`config.mk`:
```
export PLATFORM = sky130hd
export DESIGN_NAME = fetch_unit
export DESIGN_NICKNAME = d
export VERILOG_FILES = /design/src/rtl/fetch_unit.sv
export SDC_FILE = /design/constraint.sdc
export NUM_CORES = 1
export LEC_CHECK = 0
export CELL_PAD_IN_SITES_DETAIL_PLACEMENT = 0
export CELL_PAD_IN_SITES_GLOBAL_PLACEMENT = 1
export CORE_MARGIN = 2
export CORE_UTILIZATION = 35
export CTS_BUF_LIST = sky130_fd_sc_hd__clkbuf_8
export DETAILED_ROUTE_END_ITERATION = 8
export DONT_BUFFER_PORTS = 1
export PLACE_DENSITY = 0.65
export SLEW_MARGIN = 30
export SYNTH_ARGS = -nofsm -noshare
export SYNTH_HDL_FRONTEND = slang
export SYNTH_SLANG_ARGS = --single-unit
```
`constraint.sdc`:
```
create_clock -name clk -period 7.6 [get_ports clk]
set_input_delay 2.28 -clock clk [delete_from_list [all_inputs] [get_ports clk]]
set_output_delay 2.28 -clock clk [all_outputs]
set_load 0.05 [all_outputs]
```
`src/rtl/fetch_unit.sv`:
```
// -----------------------------------------------------------------------------
// fetch_unit
//   Sequential instruction fetch front end. It issues word fetches to a
//   registered instruction ROM, collects the returning words in a 2-entry
//   {inst, pc} queue and presents the queue head through a valid/ready
//   handshake. A redirect flushes the queue, drops any in-flight word and
//   restarts fetch from the new target in the same cycle.
//
//   Optional feature (macro FETCH_PERF_CNT_EN): adds the stall_cycles output,
//   a saturating count of out-of-reset cycles with no valid head instruction.
//
// Parameters
//   ADDR_W    ROM word-address width (default 6 -> 64-word ROM)
//   RESET_PC  byte PC loaded on reset
//
// Ports
//   clk             single clock, rising-edge
//   reset           asynchronous, active-low reset
//   rom_addr        ROM word address (pc[ADDR_W+1:2] of the issued fetch)
//   rom_q           ROM data, valid the cycle after its address was presented
//   redirect_valid  one-cycle redirect strobe
//   redirect_pc     redirect target byte address (bits [1:0] ignored)
//   inst_valid      queue head holds a valid instruction
//   inst_ready      consumer accepts the head this cycle
//   inst            head instruction word
//   inst_pc         byte PC of the head instruction
//   stall_cycles    (FETCH_PERF_CNT_EN only) saturating stall counter
// -----------------------------------------------------------------------------
module fetch_unit #(
  parameter int          ADDR_W   = 6,
  parameter logic [31:0] RESET_PC = 32'h0000_0000
) (
  input  logic              clk,
  input  logic              reset,
  output logic [ADDR_W-1:0] rom_addr,
  input  logic [31:0]       rom_q,
  input  logic              redirect_valid,
  input  logic [31:0]       redirect_pc,
  output logic              inst_valid,
  input  logic              inst_ready,
  output logic [31:0]       inst,
  output logic [31:0]       inst_pc
`ifdef FETCH_PERF_CNT_EN
  ,
  output logic [15:0]       stall_cycles
`endif
);

  typedef struct packed {
    logic [31:0] inst;
    logic [31:0] pc;
  } entry_t;

  // State
  logic [31:0]       fetch_pc_q,    fetch_pc_d;
  logic              inflight_q,    inflight_d;
  logic [31:0]       inflight_pc_q, inflight_pc_d;
  entry_t            fifo_q [2];
  entry_t            fifo_d [2];
  logic [1:0]        count_q,       count_d;
  logic [ADDR_W-1:0] addr_q;

  // Handshake / issue decode
  logic        pop;
  logic        issue;
  logic [1:0]  pending;
  logic [1:0]  base;
  logic [31:0] target;
  logic [31:0] issue_pc;

  assign inst_valid = (count_q != 2'd0);
  assign inst       = fifo_q[0].inst;
  assign inst_pc    = fifo_q[0].pc;
  assign pop        = inst_valid & inst_ready;

  // Slots that stay committed after this cycle's pop; a new fetch only goes
  // out when its returning word is guaranteed a free queue slot.
  assign pending  = count_q + {1'b0, inflight_q} - {1'b0, pop};
  assign target   = {redirect_pc[31:2], 2'b00};
  assign issue    = redirect_valid | (pending < 2'd2);
  assign issue_pc = redirect_valid ? target : fetch_pc_q;

  // The ROM registers the address itself, so the issued address must be
  // visible combinationally in the issue cycle; otherwise hold the last one.
  assign rom_addr = issue ? issue_pc[ADDR_W+1:2] : addr_q;

  // Queue occupancy after the pop, i.e. the slot the returning word fills.
  assign base = count_q - {1'b0, pop};

  // NOTE: every signal driven here gets a default first so no path leaves a
  // value unassigned and no latch is inferred.
  always_comb begin
    fifo_d        = fifo_q;
    count_d       = count_q;
    inflight_d    = issue;
    inflight_pc_d = inflight_pc_q;
    fetch_pc_d    = fetch_pc_q;

    if (issue) begin
      inflight_pc_d = issue_pc;
      fetch_pc_d    = issue_pc + 32'd4;
    end

    if (redirect_valid) begin
      // Flush wins over any pop/push this cycle; the word returning now
      // belongs to the old path and is dropped.
      count_d = 2'd0;
    end else begin
      if (pop) begin
        fifo_d[0] = fifo_q[1];
      end
      if (inflight_q) begin
        fifo_d[base[0]] = '{inst: rom_q, pc: inflight_pc_q};
      end
      count_d = base + {1'b0, inflight_q};
    end
  end

  // NOTE: state is updated with non-blocking assignments so every register
  // samples the pre-edge values computed above, independent of block order.
  always_ff @(posedge clk or negedge reset) begin
    if (!reset) begin
      fetch_pc_q    <= RESET_PC;
      inflight_q    <= 1'b0;
      inflight_pc_q <= RESET_PC;
      count_q       <= 2'd0;
      addr_q        <= RESET_PC[ADDR_W+1:2];
      // NOTE: the queue storage is reset (not just the count) because the
      // head is driven straight onto inst/inst_pc, which must read zero in
      // reset.
      fifo_q[0]     <= '0;
      fifo_q[1]     <= '0;
    end else begin
      fetch_pc_q    <= fetch_pc_d;
      inflight_q    <= inflight_d;
      inflight_pc_q <= inflight_pc_d;
      count_q       <= count_d;
      addr_q        <= rom_addr;
      fifo_q[0]     <= fifo_d[0];
      fifo_q[1]     <= fifo_d[1];
    end
  end

`ifdef FETCH_PERF_CNT_EN
  always_ff @(posedge clk or negedge reset) begin
    if (!reset) begin
      stall_cycles <= 16'd0;
    end else if (!inst_valid && (stall_cycles != 16'hFFFF)) begin
      stall_cycles <= stall_cycles + 16'd1;
    end
  end
`endif

endmodule

```
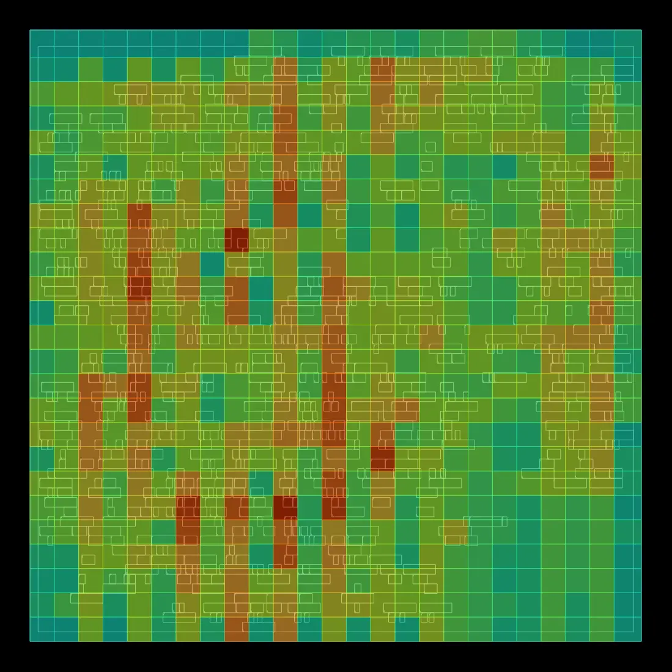
Run 1: track usage over the die
post-DR wirelength/cell: 17.4 um
busiest metal layer after global routing: met2
global-route met1 utilization: 20.1%
Total GRT Usage: 14.8%
global-route met3 utilization: 4.87%

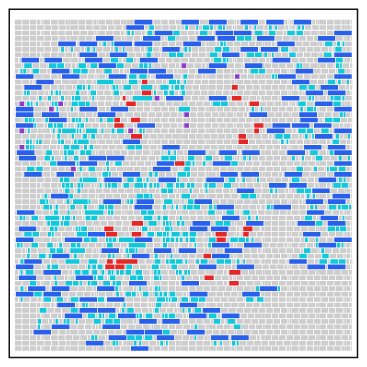
Run 1: cell classes on the final placement
Scale: 2 px per um. Fill, decap, tap and diode cells in gray.
- cyan: all other logic (cells 623)
- purple: other buffers and delay cells (cells 12)
- blue: flip-flops (cells 195)
- red: clock drivers and dummy loads (cells 32)
share of cell area taken by flip-flops and latches: 47.2%
Design Area, Final: 10300 um^2
fin util: 36.9%
Core Rows: 61

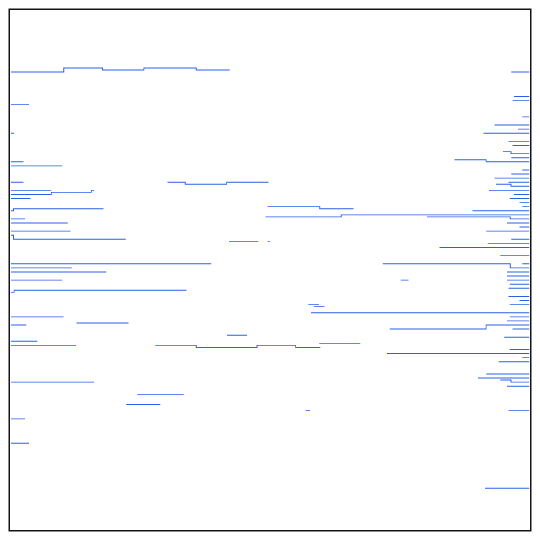
Run 1: the metal 3 layer
Scale: 3 px per um.
- share of all routed wire: 7.1%
- nets with wire on the layer: 91
- wire length on this layer: 1530 um
- longest straight run: 72.4 um
final wirelength: 21600 um
routed vias: 6114

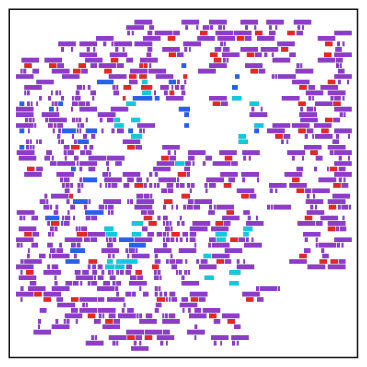
Run 1: cells by drive strength
Scale: 2 px per um.
- blue: drive 3 to 4 (cells 29)
- purple: drive 1 or less (cells 718)
- red: drive 2 (cells 86)
- cyan: drive 6 and up (cells 29)
P&R area growth vs syn: 3.09%
count of buffers not belonging to the clock network in the layout: 12
worst setup margin: 0.999 ns

==> qor.json, run 1 <==
{
  "logic_synthesis": {
    "synth_flop_count": 195,
    "post_synth_mux_area_share_pct": 17.2,
    "synthCells": 933,
    "synthArstFlopShare_pct": 100,
    "topCellsByArea": "sky130_fd_sc_hd__dfrtp_1 (49%), sky130_fd_sc_hd__mux2i_1 (9.9%), sky130_fd_sc_hd__mux2_2 (7.3%)"
  },
  "sta": {
    "finalCritPeriodShare_pct": 86.9,
    "period_needed_ns": 6.60
  },
  "setup_path": {
    "crit_end": "rom_addr[4]"
  },
  "floorplanning": {
    "floorplan.die_area_um2": 30000,
    "core_area_um2": 28000
  },
  "power": {
    "part_of_the_power_in_registers_pct": 58.7,
    "net-switching-power_mw": 1.65,
    "power_drawn_by_the_clock_network_mw": 0.707,
    "power.group.top": "registers"
  },
  "run_status": {
    "outcome": "finished, final reports clean"
  },
  "placement": {
    "detailed_place.area_um2": 9920,
    "dp_hpwl_um": 13900
  },
  "clock_network": {
    "cts_tree": "done",
    "postCtsHoldBufs": 0
  },
  "drt": {
    "ant_nets": 0,
    "drcViolationCount": 0
  },
  "final_layout": {
    "post_route_cells_drive_above_1_share_pct": 16.7
  }
}
[run 1: critical path, cell delays in order]
cell                      delay (ns)
sky130_fd_sc_hd__nor2b_1        0.12
sky130_fd_sc_hd__a21oi_1        0.27
sky130_fd_sc_hd__inv_1          0.09
sky130_fd_sc_hd__ha_1           0.29
sky130_fd_sc_hd__xor2_4         0.19
sky130_fd_sc_hd__buf_4          0.49
sky130_fd_sc_hd__a21oi_1        0.18
sky130_fd_sc_hd__a21oi_1        0.16
sky130_fd_sc_hd__buf_4          0.22
[run 1: layout make-up]
type / instances / area, um^2
multi-input cells: 616 / 4450
repair buffers: 12 / 90.1
inverters: 7 / 26.3
clock inverters: 15 / 190
clock buffers: 17 / 234
fillers: 2819 / 17700
flip-flops and latches: 195 / 4880
well taps: 378 / 473
Run 1, selected gate families:
Scale: 2 px per um.
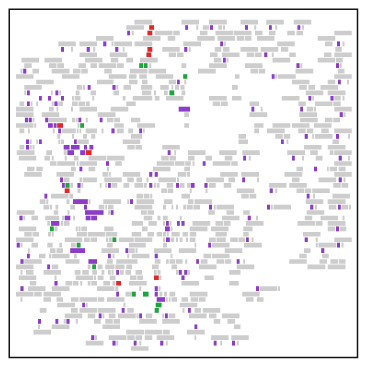

## Run 2: what changed since run 1
- CORE_ASPECT_RATIO: default -> 1.75
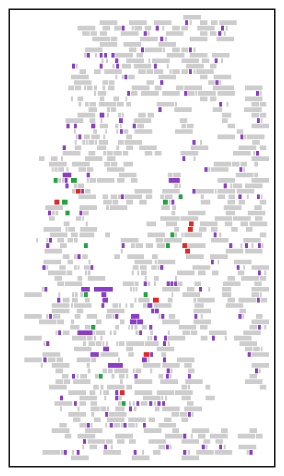
Run 2: selected gate families
Scale: 2 px per um.
- purple: inverting AOI/OAI gates (cells 146; most used a21oi_1; where widely spread)
- red: AND-OR and OR-AND gates (cells 9; most used o21a_1)
- green: AND and OR gates (cells 14)
most numerous logic cell after layout: sky130_fd_sc_hd__dfrtp_1
share of cell area taken by multi-input logic gates: 43.2%
final non-filler cell total: 1241

==> qor.json, run 2 <==
{
  "power": {
    "part_of_the_power_in_registers_pct": 59.2,
    "power.group.top": "registers"
  },
  "clock_network": {
    "cts_tree": "done"
  },
  "global_routing": {
    "grt.busiest_layer": "met2",
    "grtUsageTotal_pct": 15.6,
    "grt_util_met1_pct": 17.9
  },
  "setup_path": {
    "crit_chain": "nor2b_1 > a21oi_1 > inv_1 > ha_1 > xor2_4 > buf_4 > a21oi_1 > a21oi_1 > buf_4",
    "cpLargestDelayFamily": "buffers and inverters",
    "critPathBufInv": 3
  },
  "logic_synthesis": {
    "synthArstFlopShare_pct": 100,
    "topCellsByArea": "sky130_fd_sc_hd__dfrtp_1 (49%), sky130_fd_sc_hd__mux2i_1 (9.9%), sky130_fd_sc_hd__mux2_2 (7.3%)"
  },
  "floorplanning": {
    "taps": 378,
    "floorplan.die_area_um2": 30100
  },
  "final_layout": {
    "final-clk-cell-share_pct": 3.65,
    "area_share_nonclk_buffers_pct": 0.983,
    "signal_buffers": 13,
    "multiInputCombCellCount": 616
  },
  "sta": {
    "period_needed_ns": 6.59
  },
  "run_status": {
    "outcome": "finished, final reports clean"
  },
  "drt": {
    "ant_nets": 0
  }
}
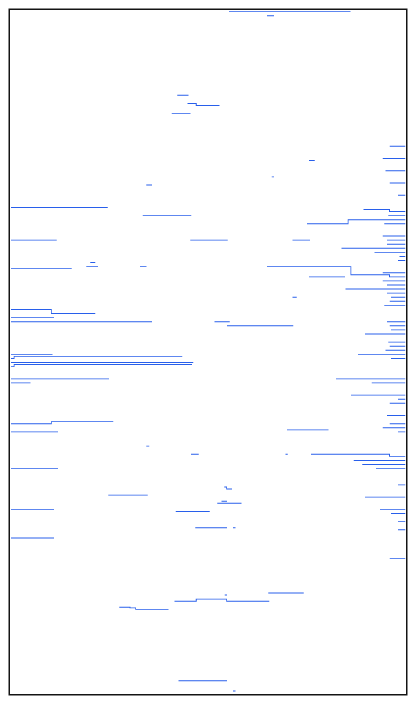
Run 2: the metal 3 layer
Scale: 3 px per um.
- longest straight run: 60.5 um
- main direction: horizontal
- nets with wire on the layer: 84
final wirelength: 22600 um
routed vias: 6225
global-route met3 utilization: 4.62%

run 2: how the worst max path moves through the flow:
stage	start	endpoint	slack [ns]	cells after the start
floorplan	inst_ready	rom_addr[2]	0.80	9
global placement	inst_ready	rom_addr[2]	0.99	9
detailed placement	inst_ready	rom_addr[3]	0.99	9
CTS	inst_ready	rom_addr[3]	0.98	9
global route	inst_ready	rom_addr[3]	0.76	9
finish	inst_ready	rom_addr[5]	1.01	9
run 2: cells by family after synthesis:
family                     Yosys count  share of synthesized area, %
AOI/OAI and AO/OA                  155                          9.11
xor gates and xnor gates            51                          4.45
adders and majority gates            2                         0.249
buffers and inverters              122                          7.47
DFF                                195                          48.6
muxes                              164                          17.2
and+or+nand+nor                    244                          12.9
## Run 3: what changed since run 2
- CTS_CLUSTER_SIZE: default -> 28
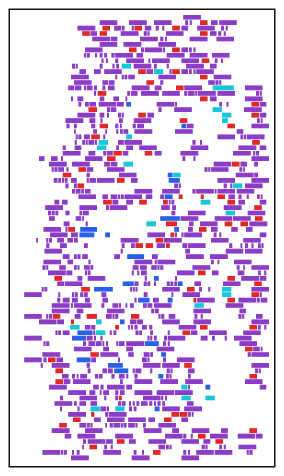
Run 3: cells by drive strength
Scale: 2 px per um.
- red: drive 2 (cells 90)
- purple: drive 1 or less (cells 719)
- blue: drive 3 to 4 (cells 28)
- cyan: drive 6 and up (cells 26)
P&R area growth vs syn: 2.73%
worst setup margin: 1.01 ns

==> qor.json, run 3 <==
{
  "power": {
    "power.group.top": "registers",
    "power_drawn_by_the_clock_network_mw": 0.666,
    "net-switching-power_mw": 1.61
  },
  "floorplanning": {
    "core_area_um2": 28400,
    "floorplan.die_area_um2": 30100
  },
  "setup_path": {
    "cp_num_cells": 9,
    "slowest_delay_ns": 0.49,
    "crit_path_frequent_cell": "sky130_fd_sc_hd__a21oi_1",
    "crit_chain": "nor2b_1 > a21oi_1 > inv_1 > ha_1 > xor2_4 > buf_4 > a21oi_1 > a21oi_1 > buf_4",
    "worst_path_max_delay_cell": "sky130_fd_sc_hd__buf_4"
  },
  "logic_synthesis": {
    "xor_xnor_area_share_pct": 4.45,
    "synthArstFlopShare_pct": 100,
    "synth_flop_count": 195,
    "post_synth_mux_area_share_pct": 17.2,
    "synth.logic.top_family": "multiplexers"
  },
  "placement": {
    "detailed_place.area_um2": 9930
  },
  "drt": {
    "drcViolationCount": 0,
    "ant_nets": 0,
    "dr_total_vias": 6225
  },
  "final_layout": {
    "final_cells": 1241,
    "post_route_cells_drive_above_1_share_pct": 16.7,
    "logic_area_um2": 4450,
    "layout.cell_area.non_filler_um2": 10300,
    "utilization_pct": 36.3
  },
  "run_status": {
    "outcome": "finished, final reports clean"
  },
  "clock_network": {
    "cts_tree": "done"
  },
  "sta": {
    "finalCritPeriodShare_pct": 86.8,
    "period_needed_ns": 6.59
  },
  "global_routing": {
    "grt_util_met1_pct": 17.9,
    "grt_util_met3_pct": 4.62
  }
}
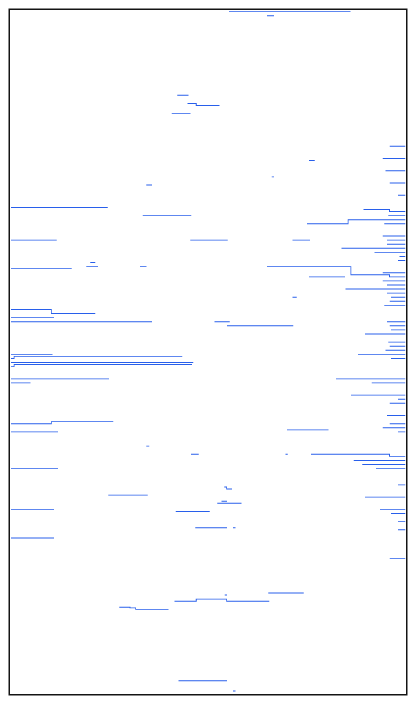
Run 3: the metal 3 layer
Scale: 3 px per um.
- share of all routed wire: 5.6%
- main direction: horizontal
- nets with wire on the layer: 84

run 3: cell counts after synthesis:
Identical to the previous run, type by type.
run 3: area by class of cell:
class / count / share of cell area (%)
clock inverters: 12 / 0.983
flip-flops and latches: 195 / 47.3
clock buffers: 20 / 2.67
multi-input cells: 616 / 43.2
well taps: 378 / 4.59
repair buffers: 13 / 0.983
inverters: 7 / 0.255
run 3: worst paths after layout:
kind / slack, ns / start / end
hold / removal: 0.51 / fifo_q[22] / fifo_q[22]
setup / recovery: 1.01 / inst_ready / rom_addr[5]
min in group asynchronous: 1.47 / reset / inst_pc[17]
setup reg to reg: 4.85 / count_q[0] / fetch_pc_q[18]
max in group asynchronous: 5.74 / reset / inst_pc[22]
hold reg to reg: 0.51 / fifo_q[22] / fifo_q[22]
Power and IR drop assume default switching activity.
